--- src/rtl/shift_sequencer_if.sv ---
// Pixel-word and shift-register strobe bundle between the line buffer/timing side
// (master) and the shift sequencer (slave).
interface shift_sequencer_if;
  logic [1:0]  bpp_i;
  logic        hden_i;
  logic [15:0] wdat_i;
  logic        wvalid_i;
  logic        wack_o;
  logic [15:0] srdat_o;
  logic        load_o;
  logic        shift1_o;
  logic        shift2_o;
  logic        shift4_o;
  logic        shift8_o;
  logic        underrun_o;

  // Word handshake: wvalid_i says wdat_i is usable; wack_o pulses for exactly the
  // load cycle that consumes it, and a load with wvalid_i low is an underrun.
  modport master (
    output bpp_i, hden_i, wdat_i, wvalid_i,
    input  wack_o, srdat_o, load_o, shift1_o, shift2_o, shift4_o, shift8_o, underrun_o
  );

  modport slave (
    input  bpp_i, hden_i, wdat_i, wvalid_i,
    output wack_o, srdat_o, load_o, shift1_o, shift2_o, shift4_o, shift8_o, underrun_o
  );
endinterface

--- src/rtl/shift_sequencer.sv ---
// Paces a pixel shift register: one load per word, then N-1 depth-specific shift
// strobes, N = 16 >> bpp, running only while horizontal display enable is high.
module shift_sequencer (
  input  logic                    dotclk_i,
  input  logic                    reset_i,
  shift_sequencer_if.slave        bus,
  output logic                    dbg_state_o,
  output logic [3:0]              dbg_phase_o
);

  typedef enum logic {IDLE = 1'b0, RUN = 1'b1} state_t;

  state_t      r_state;
  state_t      w_state_nxt;
  logic [3:0]  r_phase;
  logic [3:0]  w_phase_nxt;
  logic [1:0]  r_lbpp;
  logic [1:0]  w_lbpp_nxt;
  logic        r_underrun;
  logic        w_underrun_nxt;
  logic        w_load;
  logic [3:0]  w_last;

  always_ff @(posedge dotclk_i) begin
    if (reset_i) begin
      r_state    <= IDLE;
      r_phase    <= 4'd0;
      r_lbpp     <= 2'b00;
      r_underrun <= 1'b0;
    end else begin
      r_state    <= w_state_nxt;
      r_phase    <= w_phase_nxt;
      r_lbpp     <= w_lbpp_nxt;
      r_underrun <= w_underrun_nxt;
    end
  end

  // Last phase of a word for the depth latched at its load cycle.
  always_comb begin
    w_last = 4'd15;
    case (r_lbpp)
      2'b00: w_last = 4'd15;
      2'b01: w_last = 4'd7;
      2'b10: w_last = 4'd3;
      2'b11: w_last = 4'd1;
      default: w_last = 4'd15;
    endcase
  end

  always_comb begin
    w_state_nxt    = r_state;
    w_phase_nxt    = r_phase;
    w_lbpp_nxt     = r_lbpp;
    w_underrun_nxt = r_underrun;
    w_load         = 1'b0;
    bus.load_o     = 1'b0;
    bus.wack_o     = 1'b0;
    bus.srdat_o    = 16'h0000;
    bus.shift1_o   = 1'b0;
    bus.shift2_o   = 1'b0;
    bus.shift4_o   = 1'b0;
    bus.shift8_o   = 1'b0;

    case (r_state)
      IDLE: begin
        if (bus.hden_i) begin
          w_state_nxt = RUN;
          w_phase_nxt = 4'd0;
        end
      end
      RUN: begin
        w_load = (r_phase == 4'd0);
        if (w_load) begin
          bus.load_o = 1'b1;
          bus.wack_o = bus.wvalid_i;
          bus.srdat_o = bus.wvalid_i ? bus.wdat_i : 16'h0000;
          w_lbpp_nxt = bus.bpp_i;
          if (!bus.wvalid_i) w_underrun_nxt = 1'b1;
        end else begin
          bus.shift1_o = (r_lbpp == 2'b00);
          bus.shift2_o = (r_lbpp == 2'b01);
          bus.shift4_o = (r_lbpp == 2'b10);
          bus.shift8_o = (r_lbpp == 2'b11);
        end
        // Dropping hden_i abandons the rest of the word, even on a wrap edge.
        if (!bus.hden_i) begin
          w_state_nxt = IDLE;
          w_phase_nxt = 4'd0;
        end else if (w_load) begin
          w_phase_nxt = 4'd1;
        end else if (r_phase == w_last) begin
          w_phase_nxt = 4'd0;
        end else begin
          w_phase_nxt = r_phase + 4'd1;
        end
      end
      default: begin
        w_state_nxt = IDLE;
        w_phase_nxt = 4'd0;
      end
    endcase
  end

  assign bus.underrun_o = r_underrun;
  assign dbg_state_o    = r_state;
  assign dbg_phase_o    = r_phase;

endmodule

--- src/flat_wrapper.sv ---
// flat-port wrapper written by rule: the top's interface ports become plain ports
module shift_sequencer_flat 
  (dotclk_i, reset_i, dbg_state_o, dbg_phase_o, bus_bpp_i, bus_hden_i, bus_wdat_i, bus_wvalid_i, bus_wack_o, bus_srdat_o, bus_load_o, bus_shift1_o, bus_shift2_o, bus_shift4_o, bus_shift8_o, bus_underrun_o);
  shift_sequencer_if bus_i ();
  input  logic dotclk_i;
  input  logic reset_i;
  output logic dbg_state_o;
  output logic [3:0] dbg_phase_o;
  input wire logic [$bits(bus_i.bpp_i)-1:0] bus_bpp_i;
  input wire logic [$bits(bus_i.hden_i)-1:0] bus_hden_i;
  input wire logic [$bits(bus_i.wdat_i)-1:0] bus_wdat_i;
  input wire logic [$bits(bus_i.wvalid_i)-1:0] bus_wvalid_i;
  output wire logic [$bits(bus_i.wack_o)-1:0] bus_wack_o;
  output wire logic [$bits(bus_i.srdat_o)-1:0] bus_srdat_o;
  output wire logic [$bits(bus_i.load_o)-1:0] bus_load_o;
  output wire logic [$bits(bus_i.shift1_o)-1:0] bus_shift1_o;
  output wire logic [$bits(bus_i.shift2_o)-1:0] bus_shift2_o;
  output wire logic [$bits(bus_i.shift4_o)-1:0] bus_shift4_o;
  output wire logic [$bits(bus_i.shift8_o)-1:0] bus_shift8_o;
  output wire logic [$bits(bus_i.underrun_o)-1:0] bus_underrun_o;
  assign bus_i.bpp_i = bus_bpp_i;
  assign bus_i.hden_i = bus_hden_i;
  assign bus_i.wdat_i = bus_wdat_i;
  assign bus_i.wvalid_i = bus_wvalid_i;
  assign bus_wack_o = bus_i.wack_o;
  assign bus_srdat_o = bus_i.srdat_o;
  assign bus_load_o = bus_i.load_o;
  assign bus_shift1_o = bus_i.shift1_o;
  assign bus_shift2_o = bus_i.shift2_o;
  assign bus_shift4_o = bus_i.shift4_o;
  assign bus_shift8_o = bus_i.shift8_o;
  assign bus_underrun_o = bus_i.underrun_o;
  shift_sequencer u_core (.dotclk_i(dotclk_i), .reset_i(reset_i), .bus(bus_i), .dbg_state_o(dbg_state_o), .dbg_phase_o(dbg_phase_o));
endmodule
--- config.mk ---
export PLATFORM = sky130hd
export DESIGN_NAME = shift_sequencer_flat
export DESIGN_NICKNAME = d
export VERILOG_FILES = /design/src/rtl/shift_sequencer_if.sv /design/src/rtl/shift_sequencer.sv /design/src/flat_wrapper.sv
export SDC_FILE = /design/constraint.sdc
export NUM_CORES = 1
export LEC_CHECK = 0
export CORE_UTILIZATION = 32
export CTS_CLUSTER_DIAMETER = 100
export DETAILED_ROUTE_END_ITERATION = 8
export GPL_ROUTABILITY_DRIVEN = 0
export PLACE_DENSITY = 0.88
export SETUP_SLACK_MARGIN = 0.15
export SKIP_CTS_REPAIR_TIMING = 1
export SYNTH_ARGS = -nofsm -noshare
export SYNTH_HDL_FRONTEND = slang
export SYNTH_SLANG_ARGS = --single-unit
--- constraint.sdc ---
create_clock -name dotclk_i -period 2.24 [get_ports dotclk_i]
set_input_delay 0.56 -clock dotclk_i [delete_from_list [all_inputs] [get_ports dotclk_i]]
set_output_delay 0.56 -clock dotclk_i [all_outputs]
set_load 0.01 [all_outputs]
==> CHANGELOG.md, run 1 <==
### Implementation results

- Outcome: finished, violations left
- Failing checks: setup timing
- Startpoint types: flop
- Post-synth ARST share: 0%
- First-pass GRT wire length: 2691 microns
- Synth Warn #: 0
- Final worst-path cycle share: 106.6%
- Clock root cell: clkbuf_4
- Clk tree area frac: under 10%
- Top Layer Used: met4
- Top_reg_cell synth: dfxtp_1
- Compound Share, Synth: between 10 and 15%
- # clk buffers: 4
- Reg2Reg Capture Point: u_core.dbg_phase_o[2]
- Yosys chip area: 616.8 sq um
- Final wirelength: a little under 2000 microns
- Synth Seq Share: around 26%
- DRT Pass-1 Iters: 4
- Largest net degree at the start of global routing: 18
- Worst Min Path Start: u_core.bus.underrun_o
- Critical-path cell list: inv_2 > ha_1 > or3b_4 > nor3_4 > buf_12 > buf_4 > and2_1 > buf_2
- Row cnt: 15
- H-Tree Depth: 1
- Pwr top: sequential cells
- Slowest stage cell on the critical path: or3b_4
- CTS clk-pin slew, worst paths: 60 ps
- PnR worst setup slack: -148.1 ps
- Pre-Place Util: 34.96%
- Overflow after GRT: 0
- ANT nets after route: 0
- AND/OR/NAND/NOR Cells, Area Fraction: 43.20%
- Commonest cells post-synth: and2_1, dfxtp_1, nor2_1, inv_1
- Routed wire length on met2: between 900 and 1000 microns
- Pin slew with the least headroom to its limit: 413.5 ps
- RSZ-0062 raised after global routing: true
- Most frequent cells in the layout: clkdlybuf4s50_1, buf_4, buf_6
- Vias per inst: 4.659
- Met1 usage: around 17%
- Total nets after synthesis: between 90 and 100
- Data buffer area share: a little under half
- Metal3 WL: 242 microns
- Seq cells post-synth: 8
- Busiest grt layer: met2
- DP Area: approximately 1200 sq um
- Tool Warnings: 29
- FF+latch area: roughly 170 sq um
- CP Capture Type: primary output
- Number of enable flip-flop cells: 0
- R2R setup slack: between 400 and 500 ps
- CTS Buf Count: 3
- GR Layer Usage met2: approximately 35%
- Data arrival, critical path: 1830 ps
- Post-synth top area share: between 20% and 30%
- Worst reg2reg path startpoint: u_core.dbg_phase_o[0]
- Sw power: approximately 0.00011 W
- Layout cells sized above 1: 43.88%
- # placed instances: 155
- Worst r2r path cells: 8
- Switch share: 26.43%
- Hold EP: u_core.bus.underrun_o
- Setup crit start: u_core.dbg_phase_o[0]
- Wirelength per Cell: between 10 and 15 microns
- Finish-stage setup viols: 20
- Sequential Power Share: between 30% and 40%
- WL met1: around 740 microns
- Grt met3 use: 5.556%
- Fin crit period: 2388 ps
- Post-Syn Area: 616.8 sq um
- Max reg flops: 4
- Crit path DRT: about 1700 ps
- Io pins: around 50
- Gate Area: roughly 450 sq um
- Combinational share of cell area: between 30% and 40%
- Rel. slew slack: between 70% and 80%
- Drt initial violations: 9
- CP max FO: 10
- Main area contributors: dfxtp_1, and2_1, a2111oi_4
- Pwr Total: slightly above 0.0004 W
- PortBufs: 49
- Max clock buf depth: 2
- Pwr dens: between 300 and 400 nW/um^2
- Logic pwr share: roughly 34%
- Comb pwr: 0.000142 W
- Critical Path Stages: 8
- Vias in the first global route: between 600 and 700
- Worst hold path class: reg2reg
- Fin. max-slew vios: 0
- Initial antenna violation count: 0
- Critical path class: reg2out
- Max-cap violations: 0
- Critical Path Max Stage Delay: 390 ps
Figure 1. Floorplan with the power grid (run 1).
Scale bar: 10 microns. Pins as bars on the die edge. Tap cells in grey.
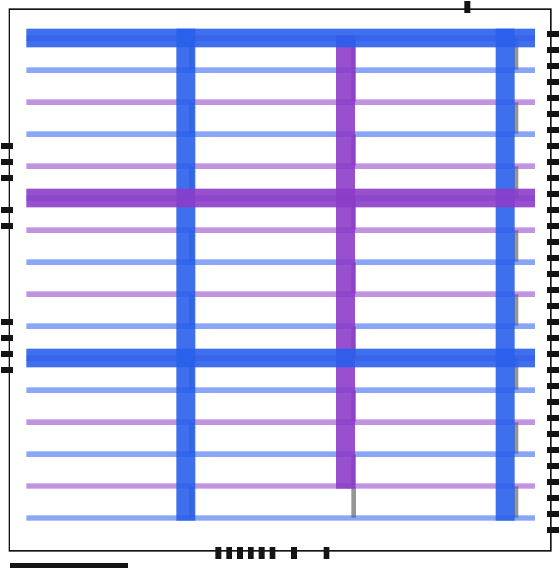
- VSS: blue
- VDD: purple
- met5 straps: 3
- met4 straps: 3
- tap cells: 25
die width: 45.91 microns
die height: 45.91 microns

Figure 2. Cell classes on the final placement (run 1).
Scale bar: 10 microns.
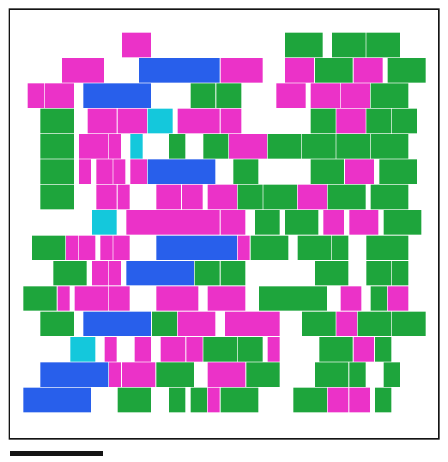
- all other logic: magenta (cells 62; share of their area 37%)
- flip-flops: blue (cells 8; share of their area 13%)
- clock drivers and dummy loads: cyan (cells 4; share of their area 2.1%)
- other buffers and delay cells: green (cells 65; share of their area 47%)
Core ar.: 1764 sq um
sequential cell area share: 13.01%
Final Util: 73.05%

Figure 3. Clock distribution (run 1).
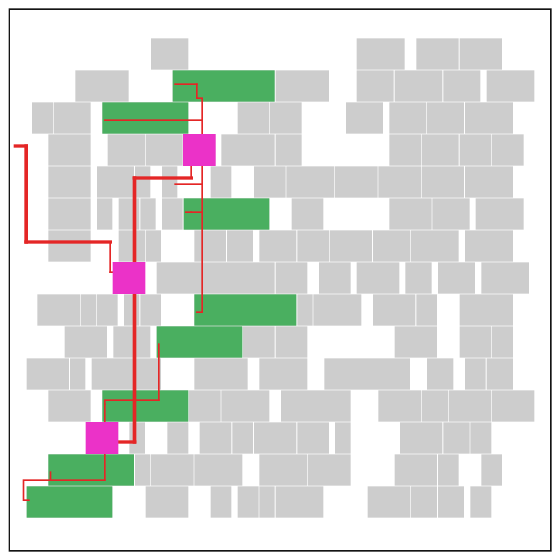
- clock wires: red (length 114 microns)
- cells driving clock nets: magenta (count 3)
- flip-flops: green (count 8)
- routed clock nets: 4
clock group power: 0.000120 W
Worst Clk Skew: 9.473 ps
clock share of power: 29.0%
clk ins delay skew pair: 260 ps

==> run 1 -> run 2 <==
- SLEW_MARGIN: not set -> 20
Figure 4. Routing congestion map (run 2).
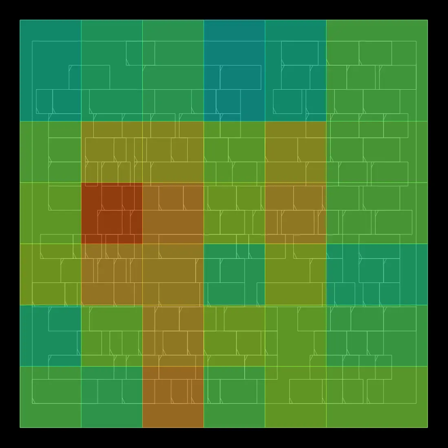
Wirelength per Cell: 11.94 microns
GR Layer Usage met2: 34.65%
GRT Total Usage: 17.75%
grt met3 use: 5.556%
busiest grt layer: met2

Figure 5. Floorplan with the power grid (run 2).
Scale bar: 10 microns. Pins as bars on the die edge. Tap cells in grey.
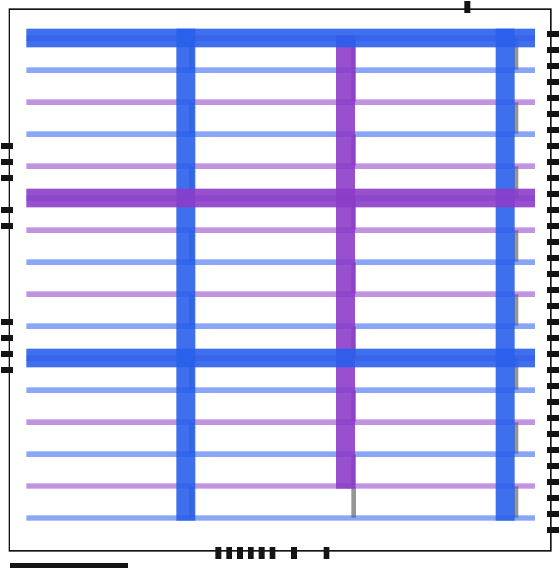
- VDD: purple
- VSS: blue
- met5 straps: 3
- rows: 15
- met1 rails: 16
- signal pins: 50
- tap cells: 25
peak supply drop: 0.3040 mV

Figure 6. Metal layers overlaid (run 2).
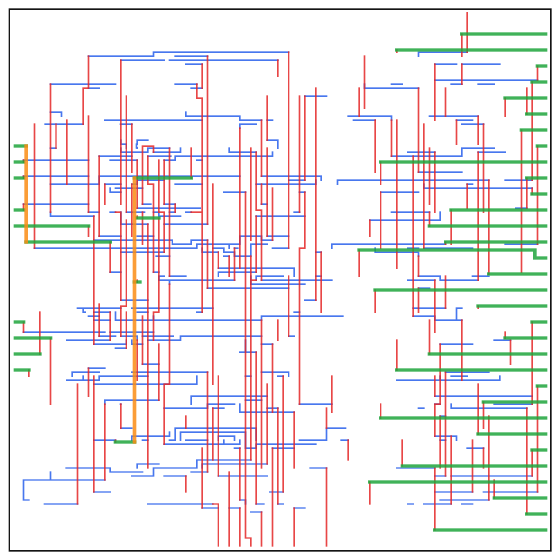
- met2: red (wire length 943 microns)
- met1: blue (wire length 743 microns)
- met4: orange (wire length 30.6 microns)
- met3: green (wire length 243 microns)
final wirelength: 1958 microns
via count: 764

==> CHANGELOG.md, run 2 <==
### Implementation results

- Synth area leader: dfxtp_1
- Buffers excl. clock: approximately 65
- Die width: 45.91 microns (unchanged)
- MI comb cells: 56
- Overflow after GRT: 0 (unchanged)
- Sequential Power Share: 36.8% (about the same)
- Main area contributors: dfxtp_1, and2_1, a2111oi_4
- Comb pwr: 0.000142 W (about the same)
- Die height: 45.91 microns (unchanged)
- CP max FO: 10 (unchanged)
- Tool Warnings: 29 (unchanged)
- Compound Share, Synth: 12.58% (unchanged)
- Inverters, non-clock: 6
- Pwr dens: 321.8 nW/um^2 (unchanged)
- Synth Warn #: 0 (unchanged)
- CTS Buf Count: 3 (unchanged)
- Failing checks: setup timing
- Initial antenna violation count: 0 (unchanged)
- Io pins: 50 (unchanged)
- Syn Inst Count: roughly 73
- Post-synth ARST share: 0% (unchanged)
- Slowest stage cell on the critical path: or3b_4
- DRT Pass-1 Iters: 4 (unchanged)
- Finish-stage setup viols: 20 (unchanged)
- Area Growth Syn to Fin: 108.9%
- Clock root cell: clkbuf_4
- Yosys adder share: between 4 and 5%
- Clock share of power: 29.0% (about the same)
- RSZ-0062 raised after global routing: true
- MUX share of area: 3.245%
- Total nets after synthesis: 97 (unchanged)
- Cells in synth_stat.txt: about 73
- FF+latch area: 167.7 sq um (unchanged)
- Synth Seq Share: 25.96% (unchanged)
- Tapcell Cnt: 25
- Non-filler instance count after layout: approximately 160
- Synth cell types: 28
- H-Tree Depth: 1 (unchanged)
- Data buffer area share: 46.02% (unchanged)
- Core ar.: 1764 sq um (unchanged)
- Row cnt: 15 (unchanged)
- ANT nets after route: 0 (unchanged)
- Switch share: 26.43% (unchanged)
- Sequential power: around 0.00015 W
- Critical path class: reg2out
- Pre-Place Util: 34.96% (unchanged)
- # DRC: 0
- PnR worst setup slack: -148.1 ps (unchanged)
- Comb area leader: simple AND/OR/NAND/NOR gates
- Number of enable flip-flop cells: 0 (unchanged)
- Sw power: 0.0001096 W (unchanged)
- Clock sink count: 8
- Critical-path cell list: inv_2 > ha_1 > or3b_4 > nor3_4 > buf_12 > buf_4 > and2_1 > buf_2
- WL met1: 742 microns (unchanged)
- Combinational share of cell area: 34.56% (unchanged)
- Gate Area: 445.4 sq um (unchanged)
- Startpoint types: flop
- Sequential cell area share: 13.01% (unchanged)
- Fin crit period: 2388 ps (unchanged)
- CP Capture Point: bus_srdat_o[4]
- Largest net degree at the start of global routing: 18 (unchanged)
- Hold EP: u_core.bus.underrun_o
- Final worst-path cycle share: 106.6% (unchanged)
- Yosys chip area: 616.8 sq um (unchanged)
- Outcome: finished, violations left
- Crit path DRT: 1680 ps (about the same)
- Pwr Total: 0.0004147 W (unchanged)
- Final Util: 73.05% (unchanged)
- Vias in the first global route: 652 (unchanged)
- Final hold slack: between 400 and 500 ps
- First-pass GRT wire length: 2691 microns (unchanged)
- Flop count: 8
- Vias per inst: 4.659 (unchanged)
- Worst reg2reg path startpoint: u_core.dbg_phase_o[0]
- Top_reg_cell synth: dfxtp_1
- Top Layer Used: met4
- Worst Clk Skew: 9.473 ps (unchanged)
- Cell with the most instances after synthesis: and2_1
- Die area: 2107 sq um
- Data arrival, critical path: 1830 ps (about the same)
- Clk ins delay skew pair: 260 ps (about the same)
- Pleak: approximately 0.58 nW
- Fin Setup TNS: -1770 ps
- Final nets: 164
- Seq cells post-synth: 8 (unchanged)
- Cell-internal power: around 0.00031 W
- CTS clk-pin slew, worst paths: 60 ps (about the same)
- Worst r2r path cells: 8 (unchanged)
- Rel. slew slack: 72.20% (unchanged)
- Clock group power: 0.000120 W (about the same)
- Post-synth top area share: 25.96% (unchanged)
- Setup crit start: u_core.dbg_phase_o[0]
- R2R setup slack: 450 ps (about the same)
- Fillers: approximately 140
- Most frequent cells in the layout: clkdlybuf4s50_1, buf_4, buf_6
- Area-dominant class: buffers
- Highest Clock Rate: roughly 420 MHz
- Layout cells sized above 1: 43.88% (unchanged)
- Met1 usage: 16.59% (unchanged)
- Max clock buf depth: 2 (unchanged)
- Worst hold path class: reg2reg
- Post-route design area: 1289 sq um
- Pwr top: sequential cells
- Max reg flops: 4 (unchanged)
- DP Area: 1239 sq um (unchanged)
- Post-Syn Area: 616.8 sq um (unchanged)
- Final hold violation count: 0
- Fin. max-slew vios: 0 (unchanged)
- Max-cap violations: 0 (unchanged)
- PortBufs: 49 (unchanged)
- CP Capture Type: primary output
- AND/OR/NAND/NOR Cells, Area Fraction: 43.20% (unchanged)
- Yosys xor share: 2.840%
- Dpl hpwl: between 1500 and 2000 microns
- Routed wire length on met2: 942 microns (unchanged)
- Metal3 WL: 242 microns (unchanged)
- CP bufs+invs: 4
- # clk buffers: 4 (unchanged)
- Clk tree area frac: 2.039% (unchanged)
- # placed instances: 155 (unchanged)
- Pin slew with the least headroom to its limit: 413.5 ps (unchanged)
- Critical Path Max Stage Delay: 390 ps (about the same)
- Post-Syn Area per Cell: between 8 and 9 sq um
- Logic pwr share: 34.2% (about the same)
- Critical Path Stages: 8 (unchanged)
- Cell family with the largest share of critical-path delay: simple AND/OR/NAND/NOR gates
- Reg2Reg Capture Point: u_core.dbg_phase_o[2]
- Pre-CTS WS: -364.7 ps
- Drt initial violations: 9 (unchanged)
- Commonest cells post-synth: and2_1, dfxtp_1, nor2_1, inv_1
- Worst Min Path Start: u_core.bus.underrun_o
Power is estimated from default activity; no workload was simulated.
